<file path="config.mk">
export PLATFORM = sky130hd
export DESIGN_NAME = keypad_scan_ctrl_flat
export DESIGN_NICKNAME = d
export VERILOG_FILES = /design/src/rtl/keypad_pkg.sv /design/src/rtl/keypad_scan_ctrl_if.sv /design/src/rtl/keypad_scan_ctrl_sync2.sv /design/src/rtl/keypad_scan_ctrl.sv /design/src/flat_wrapper.sv
export SDC_FILE = /design/constraint.sdc
export NUM_CORES = 1
export LEC_CHECK = 0
export ABC_AREA = 1
export CAP_MARGIN = 20
export CORE_ASPECT_RATIO = 1.5
export CORE_UTILIZATION = 52
export DETAILED_ROUTE_END_ITERATION = 16
export PLACE_DENSITY_LB_ADDON = 0.3
export SLEW_MARGIN = 20
export SYNTH_ARGS = -nofsm -noshare
export SYNTH_HDL_FRONTEND = slang
export SYNTH_SLANG_ARGS = --single-unit
</file>
<file path="constraint.sdc">
create_clock -name clk -period 1.75 [get_ports clk]
set_input_delay 0.4375 -clock clk [delete_from_list [all_inputs] [get_ports clk]]
set_output_delay 0.4375 -clock clk [all_outputs]
set_load 0.02 [all_outputs]
</file>
<file path="src/rtl/keypad_pkg.sv">
// Shared types, constants and helpers for the 4x3 keypad scan controller.
package keypad_pkg;

  localparam int NUM_ROWS = 4;
  localparam int NUM_COLS = 3;

  localparam logic [3:0] KEY_STAR  = 4'hA;
  localparam logic [3:0] KEY_POUND = 4'hB;

  // Controller phases: scan columns, confirm a press, wait for release,
  // then signal the MCU.
  typedef enum logic [1:0] {
    SCAN,
    DEBOUNCE,
    HELD,
    INTR
  } state_t;

  typedef logic [1:0] row_idx_t;
  typedef logic [1:0] col_idx_t;

  // Largest of three cycle counts; sizes the shared counter.
  function automatic int max3(input int a, input int b, input int c);
    int m;
    m = (a > b) ? a : b;
    return (m > c) ? m : c;
  endfunction

  // Keypad legend, indexed by the row and column of the closed switch.
  function automatic logic [3:0] key_map(input row_idx_t row, input col_idx_t col);
    logic [3:0] code;
    code = 4'h0;
    case ({row, col})
      {2'd0, 2'd0}: code = 4'h1;
      {2'd0, 2'd1}: code = 4'h2;
      {2'd0, 2'd2}: code = 4'h3;
      {2'd1, 2'd0}: code = 4'h4;
      {2'd1, 2'd1}: code = 4'h5;
      {2'd1, 2'd2}: code = 4'h6;
      {2'd2, 2'd0}: code = 4'h7;
      {2'd2, 2'd1}: code = 4'h8;
      {2'd2, 2'd2}: code = 4'h9;
      {2'd3, 2'd0}: code = KEY_STAR;
      {2'd3, 2'd1}: code = 4'h0;
      {2'd3, 2'd2}: code = KEY_POUND;
      default:      code = 4'h0;
    endcase
    return code;
  endfunction

  // Index of the lowest set row line; lower rows win when several are high.
  function automatic row_idx_t first_row(input logic [NUM_ROWS-1:0] rows);
    row_idx_t idx;
    idx = '0;
    for (int i = NUM_ROWS - 1; i >= 0; i--) begin
      if (rows[i]) idx = row_idx_t'(i);
    end
    return idx;
  endfunction

  // Column rotation order 0 -> 1 -> 2 -> 0.
  function automatic col_idx_t next_col(input col_idx_t col);
    return (col == col_idx_t'(NUM_COLS - 1)) ? '0 : col + col_idx_t'(1);
  endfunction

endpackage

</file>
<file path="src/rtl/keypad_scan_ctrl_if.sv">
// Pin-level bundle between the keypad/MCU side and the scan controller.
interface keypad_scan_ctrl_if;
  import keypad_pkg::*;

  logic [NUM_ROWS-1:0] rows;       // row sense lines, asynchronous to clk
  logic [NUM_COLS-1:0] cols;       // one-hot column drive
  logic [3:0]          key_code;   // last accepted key
  logic                key_valid;  // a key has been accepted since reset
  logic                interrupt;  // release interrupt to the MCU
  logic                intr_ack;   // MCU acknowledge, ends interrupt early

  // Keypad + MCU side.
  modport master (
    output rows, intr_ack,
    input  cols, key_code, key_valid, interrupt
  );

  // Scan controller side.
  modport slave (
    input  rows, intr_ack,
    output cols, key_code, key_valid, interrupt
  );

endinterface

</file>
<file path="src/rtl/keypad_scan_ctrl_sync2.sv">
// Two-flop synchronizer for the asynchronous keypad row lines.
module sync2 #(
  parameter int WIDTH = 1
) (
  input  logic             clk,
  input  logic             rst,
  input  logic [WIDTH-1:0] d,
  output logic [WIDTH-1:0] q
);

  logic [WIDTH-1:0] meta;

  // Shift the raw input through two stages; the second stage is the stable copy.
  always_ff @(posedge clk) begin
    // NOTE: non-blocking assignments let meta and q update together at the
    // edge, so q takes the old meta value and a true two-stage chain results.
    if (rst) begin
      meta <= '0;
      q    <= '0;
    end else begin
      meta <= d;
      q    <= meta;
    end
  end

endmodule

</file>
<file path="src/rtl/keypad_scan_ctrl.sv">
// Keypad scan controller: rotates the column drive, debounces a press on the
// sensed row, latches the key code and raises a bounded interrupt on release.
module keypad_scan_ctrl
  import keypad_pkg::*;
#(
  parameter int SCAN_CYCLES     = 4,
  parameter int DEBOUNCE_CYCLES = 8,
  parameter int INTR_CYCLES     = 6
) (
  input logic          clk,
  input logic          rst,
  keypad_scan_ctrl_if.slave kp
);

  // One counter serves every phase, so it is sized for the longest one.
  localparam int MAX_CYCLES = max3(SCAN_CYCLES, DEBOUNCE_CYCLES, INTR_CYCLES);
  localparam int CNT_W      = $clog2(MAX_CYCLES) + 1;

  localparam logic [CNT_W-1:0] SCAN_LAST = CNT_W'(SCAN_CYCLES - 1);
  localparam logic [CNT_W-1:0] DEB_LAST  = CNT_W'(DEBOUNCE_CYCLES - 1);
  localparam logic [CNT_W-1:0] INTR_LAST = CNT_W'(INTR_CYCLES - 1);
  localparam logic [CNT_W-1:0] CNT_ONE   = CNT_W'(1);

  state_t              state,       state_d;
  logic [CNT_W-1:0]    cnt,         cnt_d;
  col_idx_t            col_idx,     col_idx_d;
  row_idx_t            cand_row,    cand_row_d;
  logic [3:0]          key_code_q,  key_code_d;
  logic                key_valid_q, key_valid_d;

  logic [NUM_ROWS-1:0] rows_s;
  logic                cand_high;

  // Only the synchronized copy of the row lines is ever looked at.
  sync2 #(
    .WIDTH(NUM_ROWS)
  ) u_sync (
    .clk (clk),
    .rst (rst),
    .d   (kp.rows),
    .q   (rows_s)
  );

  // The candidate column is simply col_idx, which is frozen from the moment
  // a press is seen until the interrupt phase ends.
  assign cand_high = rows_s[cand_row];

  // State and datapath registers; reset also cancels a pending interrupt.
  always_ff @(posedge clk) begin
    if (rst) begin
      state       <= SCAN;
      cnt         <= '0;
      col_idx     <= '0;
      cand_row    <= '0;
      key_code_q  <= 4'h0;
      key_valid_q <= 1'b0;
    end else begin
      state       <= state_d;
      cnt         <= cnt_d;
      col_idx     <= col_idx_d;
      cand_row    <= cand_row_d;
      key_code_q  <= key_code_d;
      key_valid_q <= key_valid_d;
    end
  end

  // Next-state and datapath decisions for the scan / debounce / release flow.
  always_comb begin
    // NOTE: every target gets its hold value first, so a branch that does not
    // mention a signal keeps it unchanged instead of inferring a latch.
    state_d     = state;
    cnt_d       = cnt;
    col_idx_d   = col_idx;
    cand_row_d  = cand_row;
    key_code_d  = key_code_q;
    key_valid_d = key_valid_q;

    case (state)
      SCAN: begin
        if (cnt == SCAN_LAST) begin
          cnt_d = '0;
          if (|rows_s) begin
            cand_row_d = first_row(rows_s);
            state_d    = DEBOUNCE;
          end else begin
            col_idx_d = next_col(col_idx);
          end
        end else begin
          cnt_d = cnt + CNT_ONE;
        end
      end

      DEBOUNCE: begin
        if (!cand_high) begin
          // A single dropout means bounce: give up and move on.
          state_d   = SCAN;
          cnt_d     = '0;
          col_idx_d = next_col(col_idx);
        end else if (cnt == DEB_LAST) begin
          key_code_d  = key_map(cand_row, col_idx);
          key_valid_d = 1'b1;
          state_d     = HELD;
          cnt_d       = '0;
        end else begin
          cnt_d = cnt + CNT_ONE;
        end
      end

      HELD: begin
        // Count consecutive released cycles; any high cycle restarts the run.
        if (cand_high) begin
          cnt_d = '0;
        end else if (cnt == DEB_LAST) begin
          state_d = INTR;
          cnt_d   = '0;
        end else begin
          cnt_d = cnt + CNT_ONE;
        end
      end

      INTR: begin
        if (kp.intr_ack || (cnt == INTR_LAST)) begin
          state_d   = SCAN;
          cnt_d     = '0;
          col_idx_d = next_col(col_idx);
        end else begin
          cnt_d = cnt + CNT_ONE;
        end
      end

      default: begin
        state_d = SCAN;
        cnt_d   = '0;
      end
    endcase
  end

  // Moore outputs decoded straight from the registers.
  assign kp.cols      = NUM_COLS'(1) << col_idx;
  assign kp.interrupt = (state == INTR);
  assign kp.key_code  = key_code_q;
  assign kp.key_valid = key_valid_q;

endmodule

</file>
<file path="src/flat_wrapper.sv">
// flat-port wrapper written by rule: the top's interface ports become plain ports
module keypad_scan_ctrl_flat import keypad_pkg::*;
#(
  parameter int SCAN_CYCLES     = 4,
  parameter int DEBOUNCE_CYCLES = 8,
  parameter int INTR_CYCLES     = 6
)
  (clk, rst, kp_rows, kp_intr_ack, kp_cols, kp_key_code, kp_key_valid, kp_interrupt);
  keypad_scan_ctrl_if kp_i ();
  input logic clk;
  input logic rst;
  input wire logic [$bits(kp_i.rows)-1:0] kp_rows;
  input wire logic [$bits(kp_i.intr_ack)-1:0] kp_intr_ack;
  output wire logic [$bits(kp_i.cols)-1:0] kp_cols;
  output wire logic [$bits(kp_i.key_code)-1:0] kp_key_code;
  output wire logic [$bits(kp_i.key_valid)-1:0] kp_key_valid;
  output wire logic [$bits(kp_i.interrupt)-1:0] kp_interrupt;
  assign kp_i.rows = kp_rows;
  assign kp_i.intr_ack = kp_intr_ack;
  assign kp_cols = kp_i.cols;
  assign kp_key_code = kp_i.key_code;
  assign kp_key_valid = kp_i.key_valid;
  assign kp_interrupt = kp_i.interrupt;
  keypad_scan_ctrl #(.SCAN_CYCLES(SCAN_CYCLES), .DEBOUNCE_CYCLES(DEBOUNCE_CYCLES), .INTR_CYCLES(INTR_CYCLES)) u_core (.clk(clk), .rst(rst), .kp(kp_i));
endmodule
</file>
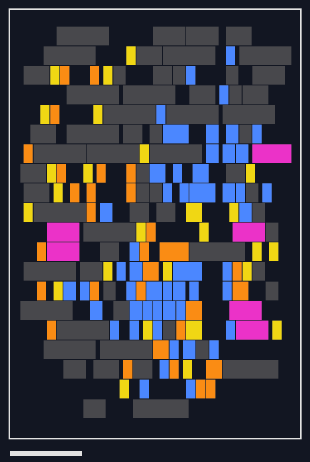
Figure 1: logic cells by family.
The bar under the picture is 10 um long.
colour	family	cells	most used
yellow	inv cells	26	inv_1
orange	nor cells	30	nor2_1
blue	nand cells	51	nand2_1
magenta	fa/ha/maj cells	6	ha_1

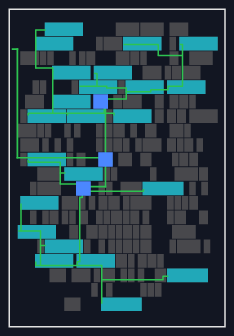
Figure 2: clock wires, drivers and flops.
[green] clock wires | length: 247 um
[blue] clock-net drivers | count: 3
[cyan] flip-flops | count: 23
flops lie	widely spread

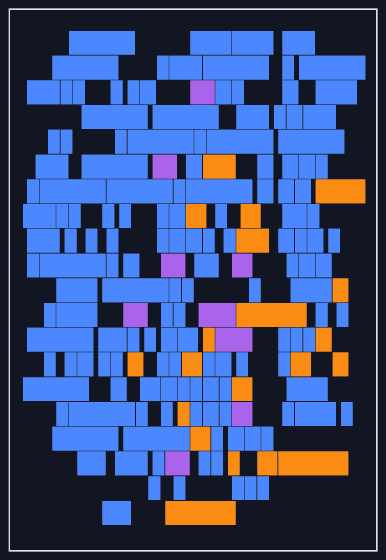
Figure 3: drive-strength map.
colour	size	cells
purple	x3 and x4	9
orange	x2	20
blue	x1 and smaller	147

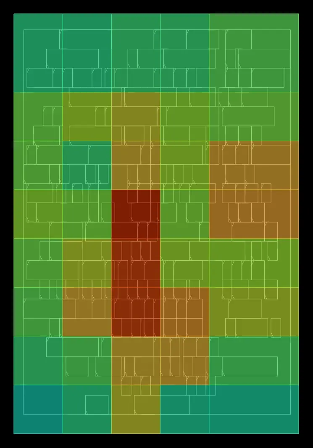
Figure 4: congestion heat map.
Global Route Usage Sum: 20.8%
WL per Instance: 10.9 um

==> run summary <==
flow finished, numbers: status=completed, clk slew on worst S/H paths=between 0.1 and 0.15 ns, H-tree depth=1, DR vias=about 1000, arrival time worst endpoint=between 1 and 1.5 ns, DRC=0, simple-gate share of the synthesized area=between 30% and 40%, hpwl dp=around 1.7 mm, CP delay by family, top=buffers and inverters, RSZ-0062 raised after global routing=false, final period utilization=between 90% and 100%, core area=around 0.002 mm2, Mapped Cells=158, net count after synthesis=between 150 and 200, worst hold-check path type=flip-flop to flip-flop, switching power=about 320 uW, multi-input gate share of total cell area=41.9%, filler instances=roughly 200, asr flop ratio synth=0%, setup violators final=0, Tap Count=22, Fmax=around 600 MHz, Chip Area, Yosys=~0.0011 mm2, global route overflow=0, Multi-input gate area=562 um2, max_slew headroom=around four fifths, tool warnings=30, CTS root buffer=clkbuf_4, Max Cap Violations=0, Post-Synth XOR/XNOR Area=1.54%, met3 GRT Util=around 3.4%, Pre-antenna DRT Iters=4, post-synthesis sequential area ratio=roughly 40%, first-pass GRT wire length=approximately 3.4 mm, initial antenna violation count=0, Placed Cells=roughly 190
==> timing repair <==
action,in CTS,in global routing
endpoints found under the setup margin,4,6
hold buffers,0,0
resized,9,9
==> per-stage QoR <==
step | worst slack [ns] | total power (uW) | hold WS [ns] | utilization (%) | area, um2
finish | 0.0539 | 1060 | 0.413 | 65.3 | 1340
global route | 0.00142 | 1120 | 0.433 | 65.3 | 1340
CTS | 0.00353 | 1070 | 0.412 | 65.5 | 1340
detailed placement | 0.0367 | 836 | 0.401 | 64.1 | 1320
global placement | 0.0891 | 822 | 0.389 | 64.1 | 1320
floorplan | 0.485 | 767 | 0.388 | - | 1140
==> final timing paths <==
| check | startpoint | endpoint | slack, ns | depth (start not counted) |
|---|---|---|---|---|
| setup / recovery | u_core.kp.key_code[1] | kp_key_code[1] | 0.05 | 1 |
| setup reg to reg | u_core.cnt[0] | u_core.kp.key_code[1] | 0.30 | 6 |
| hold reg to reg | u_core.u_sync.meta[0] | u_core.u_sync.q[0] | 0.41 | 2 |
| hold / removal | u_core.u_sync.meta[0] | u_core.u_sync.q[0] | 0.41 | 2 |
==> cell usage in the layout, fill, tap and decap left out, types with 4 or more instances in the layout <==
| master | count |
|---|---|
| nand3_1 | 15 |
| ha_1 | 5 |
| nand2_1 | 30 |
| clkdlybuf4s50_1 | 8 |
| a21oi_1 | 9 |
| dfxtp_1 | 20 |
| nor2_1 | 24 |
| inv_1 | 21 |
| nor2_2 | 4 |
==> power by group through the flow <==
stage / sequential (uW) / combinational (uW) / clock (uW)
after floorplan: 589 / 179 / 0
after global placement: 595 / 227 / 0
after detailed placement: 598 / 238 / 0
after CTS: 588 / 233 / 250
after global routing: 593 / 257 / 273
final: 588 / 227 / 242
No activity file was given, so power comes from the tool's default toggle rates.
